File: src/rtl/pkt_fifo_pkg.sv
// Shared constants, level-width helper and read-count encoding for pkt_fifo.
// No logic; types and constants only.
// Imported by pkt_fifo and pkt_fifo_mem.
package pkt_fifo_pkg;

  localparam int DEF_DATA_W    = 16;
  localparam int DEF_DEPTH     = 16;
  localparam int DEF_PKT_WORDS = 8;
  localparam int DEF_AF_LEVEL  = 14;
  localparam int DEF_AE_LEVEL  = 2;

  // Occupancy needs one bit more than a pointer so that "full" is representable.
  function automatic int lvl_w(input int depth);
    return $clog2(depth) + 1;
  endfunction

  // How many words leave the FIFO this cycle.
  typedef enum logic [1:0] {
    RD_NONE = 2'd0,
    RD_WORD = 2'd1,
    RD_PKT  = 2'd2
  } rd_sel_e;

endpackage

File: src/rtl/pkt_fifo_mem.sv
// Storage array: DEPTH x DATA_W registers, one write port, PKT_WORDS read taps.
// Latency: write lands on the clock edge; read taps are combinational.
// Backpressure: none here; the caller only asserts we when the write is accepted.
module pkt_fifo_mem
  import pkt_fifo_pkg::*;
#(
  parameter int DATA_W    = DEF_DATA_W,
  parameter int DEPTH     = DEF_DEPTH,
  parameter int PKT_WORDS = DEF_PKT_WORDS,
  parameter int AW        = $clog2(DEPTH)
) (
  input  logic                          clk,
  input  logic                          we,
  input  logic [AW-1:0]                 waddr,
  input  logic [DATA_W-1:0]             wdata,
  input  logic [AW-1:0]                 raddr,
  output logic [DATA_W*PKT_WORDS-1:0]   rdata
);

  logic [DATA_W-1:0] mem [DEPTH];

  // Contents are deliberately not reset; only occupancy decides what is valid.
  always_ff @(posedge clk) begin
    if (we) mem[waddr] <= wdata;
  end

  // Tap i reads the i-th oldest word; the AW-bit sum wraps modulo DEPTH.
  for (genvar g = 0; g < PKT_WORDS; g++) begin : g_tap
    assign rdata[g*DATA_W +: DATA_W] = mem[raddr + AW'(g)];
  end

endmodule

File: src/rtl/pkt_fifo.sv
// Single-clock FIFO with FWFT word port and PKT_WORDS-wide packet port; optional flush via PKT_FIFO_FLUSH_EN.
// Latency: a written word is visible on rd_data/pkt_data the cycle after the write; reads are zero-latency.
// Backpressure: full/pkt_valid/empty gate acceptance; illegal pushes/pops are dropped and latched in sticky flags.
module pkt_fifo
  import pkt_fifo_pkg::*;
#(
  parameter int DATA_W    = DEF_DATA_W,
  parameter int DEPTH     = DEF_DEPTH,
  parameter int PKT_WORDS = DEF_PKT_WORDS,
  parameter int AF_LEVEL  = DEF_AF_LEVEL,
  parameter int AE_LEVEL  = DEF_AE_LEVEL
) (
  input  logic                         clk,
  input  logic                         rst,
`ifdef PKT_FIFO_FLUSH_EN
  input  logic                         flush,
`endif
  input  logic                         wr_en,
  input  logic [DATA_W-1:0]            wr_data,
  output logic                         full,
  output logic                         almost_full,
  input  logic                         rd_en,
  output logic [DATA_W-1:0]            rd_data,
  output logic                         empty,
  output logic                         almost_empty,
  input  logic                         pkt_rd_en,
  output logic                         pkt_valid,
  output logic [DATA_W*PKT_WORDS-1:0]  pkt_data,
  output logic [lvl_w(DEPTH)-1:0]      level,
  output logic                         overflow,
  output logic                         underflow,
  input  logic                         clr_err
);

  localparam int AW = $clog2(DEPTH);
  localparam int LW = lvl_w(DEPTH);

  logic [AW-1:0] wr_ptr;
  logic [AW-1:0] rd_ptr;
  logic          flush_now;
  logic          wr_acc;
  logic          ovf_set;
  logic          unf_set;
  rd_sel_e       rd_sel;
  logic [LW-1:0] rd_cnt;
  logic [LW-1:0] level_nxt;

`ifdef PKT_FIFO_FLUSH_EN
  assign flush_now = flush;
`else
  assign flush_now = 1'b0;
`endif

  // Status flags all come from the registered level.
  assign full         = (level == LW'(DEPTH));
  assign almost_full  = (level >= LW'(AF_LEVEL));
  assign empty        = (level == '0);
  assign almost_empty = (level <= LW'(AE_LEVEL));
  assign pkt_valid    = (level >= LW'(PKT_WORDS));

  // Decide what is accepted this cycle; packet read outranks word read, flush outranks both.
  always_comb begin
    wr_acc  = wr_en & ~full & ~flush_now;
    ovf_set = wr_en & full & ~flush_now;
    rd_sel  = RD_NONE;
    unf_set = 1'b0;
    if (!flush_now) begin
      if (pkt_rd_en) begin
        if (pkt_valid) rd_sel = RD_PKT;
        else           unf_set = 1'b1;
      end else if (rd_en) begin
        if (!empty) rd_sel = RD_WORD;
        else        unf_set = 1'b1;
      end
    end
    case (rd_sel)
      RD_WORD: rd_cnt = LW'(1);
      RD_PKT:  rd_cnt = LW'(PKT_WORDS);
      default: rd_cnt = '0;
    endcase
    level_nxt = level + LW'(wr_acc) - rd_cnt;
  end

  // Pointers and occupancy; reset beats flush, flush beats normal traffic.
  always_ff @(posedge clk) begin
    if (rst) begin
      wr_ptr <= '0;
      rd_ptr <= '0;
      level  <= '0;
    end else if (flush_now) begin
      rd_ptr <= wr_ptr;
      level  <= '0;
    end else begin
      if (wr_acc) wr_ptr <= wr_ptr + AW'(1);
      rd_ptr <= rd_ptr + rd_cnt[AW-1:0];
      level  <= level_nxt;
    end
  end

  // Sticky error flags: a new event beats clr_err in the same cycle.
  always_ff @(posedge clk) begin
    if (rst) begin
      overflow  <= 1'b0;
      underflow <= 1'b0;
    end else begin
      if (ovf_set)      overflow <= 1'b1;
      else if (clr_err) overflow <= 1'b0;
      if (unf_set)      underflow <= 1'b1;
      else if (clr_err) underflow <= 1'b0;
    end
  end

  pkt_fifo_mem #(
    .DATA_W    (DATA_W),
    .DEPTH     (DEPTH),
    .PKT_WORDS (PKT_WORDS),
    .AW        (AW)
  ) u_mem (
    .clk   (clk),
    .we    (wr_acc & ~rst),
    .waddr (wr_ptr),
    .wdata (wr_data),
    .raddr (rd_ptr),
    .rdata (pkt_data)
  );

  assign rd_data = pkt_data[DATA_W-1:0];

endmodule

File: config.mk
export PLATFORM = sky130hd
export DESIGN_NAME = pkt_fifo
export DESIGN_NICKNAME = d
export VERILOG_FILES = /design/src/rtl/pkt_fifo_pkg.sv /design/src/rtl/pkt_fifo_mem.sv /design/src/rtl/pkt_fifo.sv
export SDC_FILE = /design/constraint.sdc
export NUM_CORES = 1
export LEC_CHECK = 0
export CAP_MARGIN = 10
export CORE_MARGIN = 4
export CORE_UTILIZATION = 52
export CTS_CLUSTER_DIAMETER = 50
export CTS_CLUSTER_SIZE = 25
export DETAILED_ROUTE_END_ITERATION = 10
export PLACE_DENSITY_LB_ADDON = 0.2
export SYNTH_ARGS = -nofsm -noshare
export SYNTH_HDL_FRONTEND = slang
export SYNTH_SLANG_ARGS = --single-unit
File: constraint.sdc
create_clock -name clk -period 4.15 [get_ports clk]
set_input_delay 0.83 -clock clk [delete_from_list [all_inputs] [get_ports clk]]
set_output_delay 0.83 -clock clk [all_outputs]
set_load 0.01 [all_outputs]
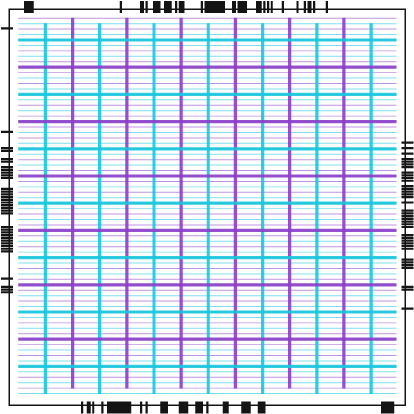
(images/floorplan.png)
Scale: 2 px per um. Pins as bars on the die edge.
Key: cyan = VSS; purple = VDD
70 met1 rails follow the rows. 13 straps on met4. 13 straps on met5. The core has 69 rows. 178 signal pins sit on the boundary.

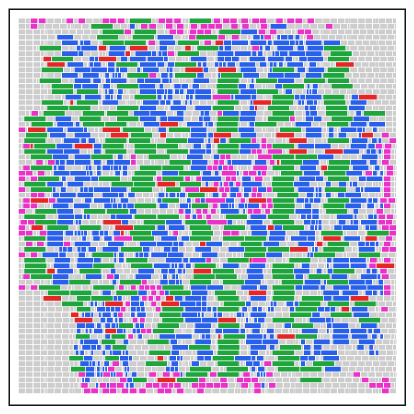
(images/class_map.png)
Scale: 2 px per um. Fill, decap, tap and diode cells in gray.
Key: red = clock drivers and dummy loads [cells 64]; green = sequential cells [cells 271]; magenta = remaining buffers and delay cells [cells 269]; blue = remaining logic cells [cells 828]

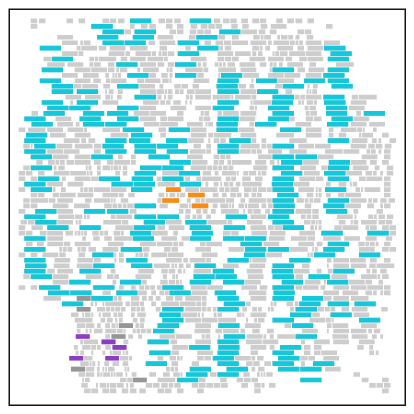
(images/ff_map.png)
Scale: 2 px per um. Other sequential cells in the stronger gray, the rest of the logic in the fainter gray.
Key: purple = level [sequential cells 5, where lower left]; orange = rd_ptr [sequential cells 4, where center]; cyan = u_mem.mem [sequential cells 256, where spread over the die]

==> impl_metrics.py <==
# Flow results
metrics = {
    "min_path": {
        "holdPathStages": 2,
    },
    "logic_synthesis": {
        "synth_flops": 271,
        "syn_avg_cell_area_um2": 15.1,
        "ys_seq_share_pct": 42.9,
        "synthesis.nets": 1278,
        "edf_count": 256,
        "netlist_instances": 1233,
        "common_cells": "256 x edfxtp_1, 256 x mux4_2, 70 x a21oi_1",
        "ys_async_sr_fraction_pct": 0,
        "ys_sh_mux_pct": 37.3,
        "yosysTopAreaCell": "edfxtp_1",
        "ys.warnings.count": 0,
        "xor_share_pct": 0.968,
        "ys_sh_simple_pct": 4.22,
        "ys_area_mm2": 0.0186,
        "top_area_share_pct": 41.3,
        "yosys_most_used_dff": "edfxtp_1",
        "netlist_area_mm2": 0.0186,
    },
    "power": {
        "powerDensity_mw_per_mm2": 587,
        "p_leak_uw": 0.00714,
        "ir_drop_mv": 0.434,
    },
    "critical_path": {
        "crit_required_ns": 3.32,
        "critPathKind": "register to output port",
        "start_kind": "register",
        "cp_max_fo": 9,
        "worstRegToRegCells": 12,
        "crit_arrival_ns": 3.19,
        "reg2reg_setup_slack_ns": 0.99,
        "crit_path_end_kind": "output port",
    },
    "finish": {
        "post-route-util_pct": 63.3,
        "final_cells": 1893,
        "fillers": 2557,
        "design_area_mm2": 0.0225,
        "area_growth_pct": 20.6,
    },
    "global_route": {
        "antenna_found_initial": 1,
        "grt_usage_pct": 29.7,
        "overflow": 0,
        "grt_pass1_wl_um": 86000,
        "grt_pass1_vias": 13300,
    },
    "clock_tree": {
        "ctsHoldBuffers": 0,
        "cts_root_buffer": "clkbuf_16",
        "cts_buffer_depth": 3,
    },
    "route": {
        "vias_per_cell": 7.35,
        "drt-total-wl_um": 59100,
        "drc": 0,
        "firstDrtPassIters": 5,
        "ant_nets": 0,
    },
    "final_timing": {
        "tightest_slew_ns": 0.942,
        "slew_headroom_pct": 36.9,
        "fmax_ghz": 0.249,
        "final_hold_viol_count": 0,
        "finalMaxSlewViolations": 0,
        "post-route-min-period_ns": 4.02,
        "fin_crit_sh_pct": 96.8,
        "setup_tns_ns": 0,
    },
    "run_status": {
        "status": "finished, final reports clean",
    },
    "die": {
        "fp_util_pct": 52.5,
        "core_mm2": 0.0355,
        "die_area_mm2": 0.0389,
    },
    "place": {
        "dp.final_hpwl_um": 38500,
    },
    "job": {
        "warning_count": 38,
    },
}
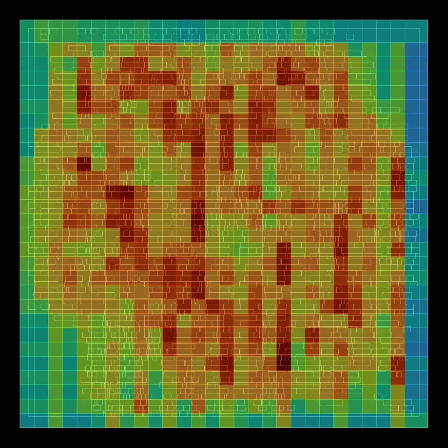
(images/congestion_map.png)
GRT Max-Usage Layer: met2
met3 GRT Util: 6.55%

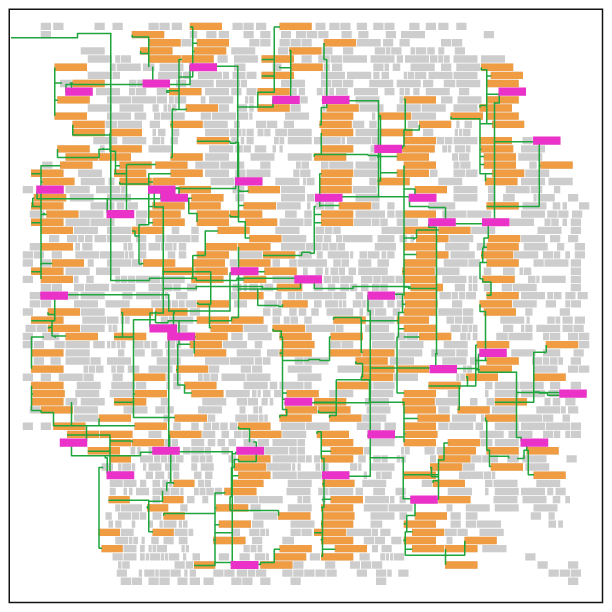
(images/clock_wires.png)
Scale: 3 px per um.
Key: green = clock wires [length 3,420 um]; magenta = clock-net drivers [count 36]; orange = flip-flops [count 271]
Position of the flops: spread over the die. There are 37 routed clock nets.
clk latency late pin: 0.53 ns
power share of the clock group: 22.8%
worst clock skew: 0.0238 ns

critical path, stage by stage, from the launching register on:
cell and delay (ns):
dfxtp_4 0.42, inv_1 0.09, ha_4 0.36, buf_4 0.22
mux4_2 0.54, mux4_2 0.51, clkdlybuf4s50_1 0.50
layout by cell type (no fill, tap or decap), drive strengths merged, types with 3 or more instances in the layout:
master         netlist  final
nand2b               5      5
xor2                 9      9
xnor2                9      9
a211oi              32     32
a221o               32     32
nand3b               3      3
nand2               43     43
nor4                 4      4
clkbuf              44     41
and2                19     19
nor2b               25     25
inv                 15     26
dfxtp               15     15
nor2                59     59
buf                 90     90
mux4               256    256
mux2i               64     64
a22oi               65     65
clkdlybuf4s50        0    177
ha                  22     22
o22ai               32     32
edfxtp             256    256
a21oi               70     70
mux2                48     48
clkinv               0     12
report_power, final:
part           internal (uW)  leakage (uW)  total (uW)  switching (uW)
logic                   3600       0.00413        7020            3420
registers               3070       0.00243        3160            82.7
clock network           1710      0.000576        3010            1300
area by class of cell:
cell class / instances / area [um^2] / share of cell area (%)
Clock buffer: 39 / 933 / 4.16
Clock inverter: 25 / 243 / 1.08
Inverter: 15 / 60.1 / 0.267
Multi-Input combinational cell: 813 / 10000 / 44.6
Sequential cell: 271 / 8000 / 35.6
Tap cell: 461 / 577 / 2.57
Timing Repair Buffer: 269 / 2630 / 11.7
flip-flops by register name, indices dropped and copies added (netlist names):
| name | cells |
|---|---|
| rd_ptr | 4 |
| wr_ptr | 4 |
| u_mem.mem | 256 |
| overflow | 1 |
| level | 5 |
| underflow | 1 |
layer usage:
layer / part of all wire [%] / up-vias / track usage [%]
met5: 0.020 / - / 0
met4: 4.1 / 2 / 10.4
met3: 12 / 180 / 6.55
met2: 49 / 1135 / 48.0
met1: 35 / 7008 / 40.2
li1: - / 5583 / -
cell families after synthesis:
kind of cell	Yosys count
multiplexers	368
AND/OR/NAND/NOR	166
adder cells (fa/ha/maj)	23
XOR/XNOR	18
AND-OR/OR-AND	238
buffers and inverters	149
flip-flops	271
worst paths after layout:
kind	start	endpoint
setup / recovery	rd_ptr[0]$_SDFF_PP0_	pkt_data[112]
hold / removal	underflow$_SDFFE_PP0P_	underflow$_SDFFE_PP0P_
setup reg to reg	level[0]$_SDFF_PP0_	level[4]$_SDFF_PP0_
hold reg to reg	underflow$_SDFFE_PP0P_	underflow$_SDFFE_PP0P_
what timing repair did:
| item | 4_1_cts | 5_1_grt |
|---|---|---|
| cloned | 0 | 2 |
| setup endpoints to repair | 49 | 56 |
| gates resized | 4 | 7 |
| pin swaps | 2 | 1 |
| setup buffers | 5 | 9 |
metrics by stage:
stage / hold slack [ns] / setup WS, ns / power [uW]
floorplan: 0.477 / 0.0659 / 7240
global placement: 0.497 / 0.453 / 9970
finish: 0.513 / 0.133 / 13200
detailed placement: 0.502 / 0.448 / 10000
CTS: 0.513 / 0.0150 / 13100
global route: 0.542 / 0.00904 / 13700
No activity file was given, so power comes from the tool's default toggle rates.
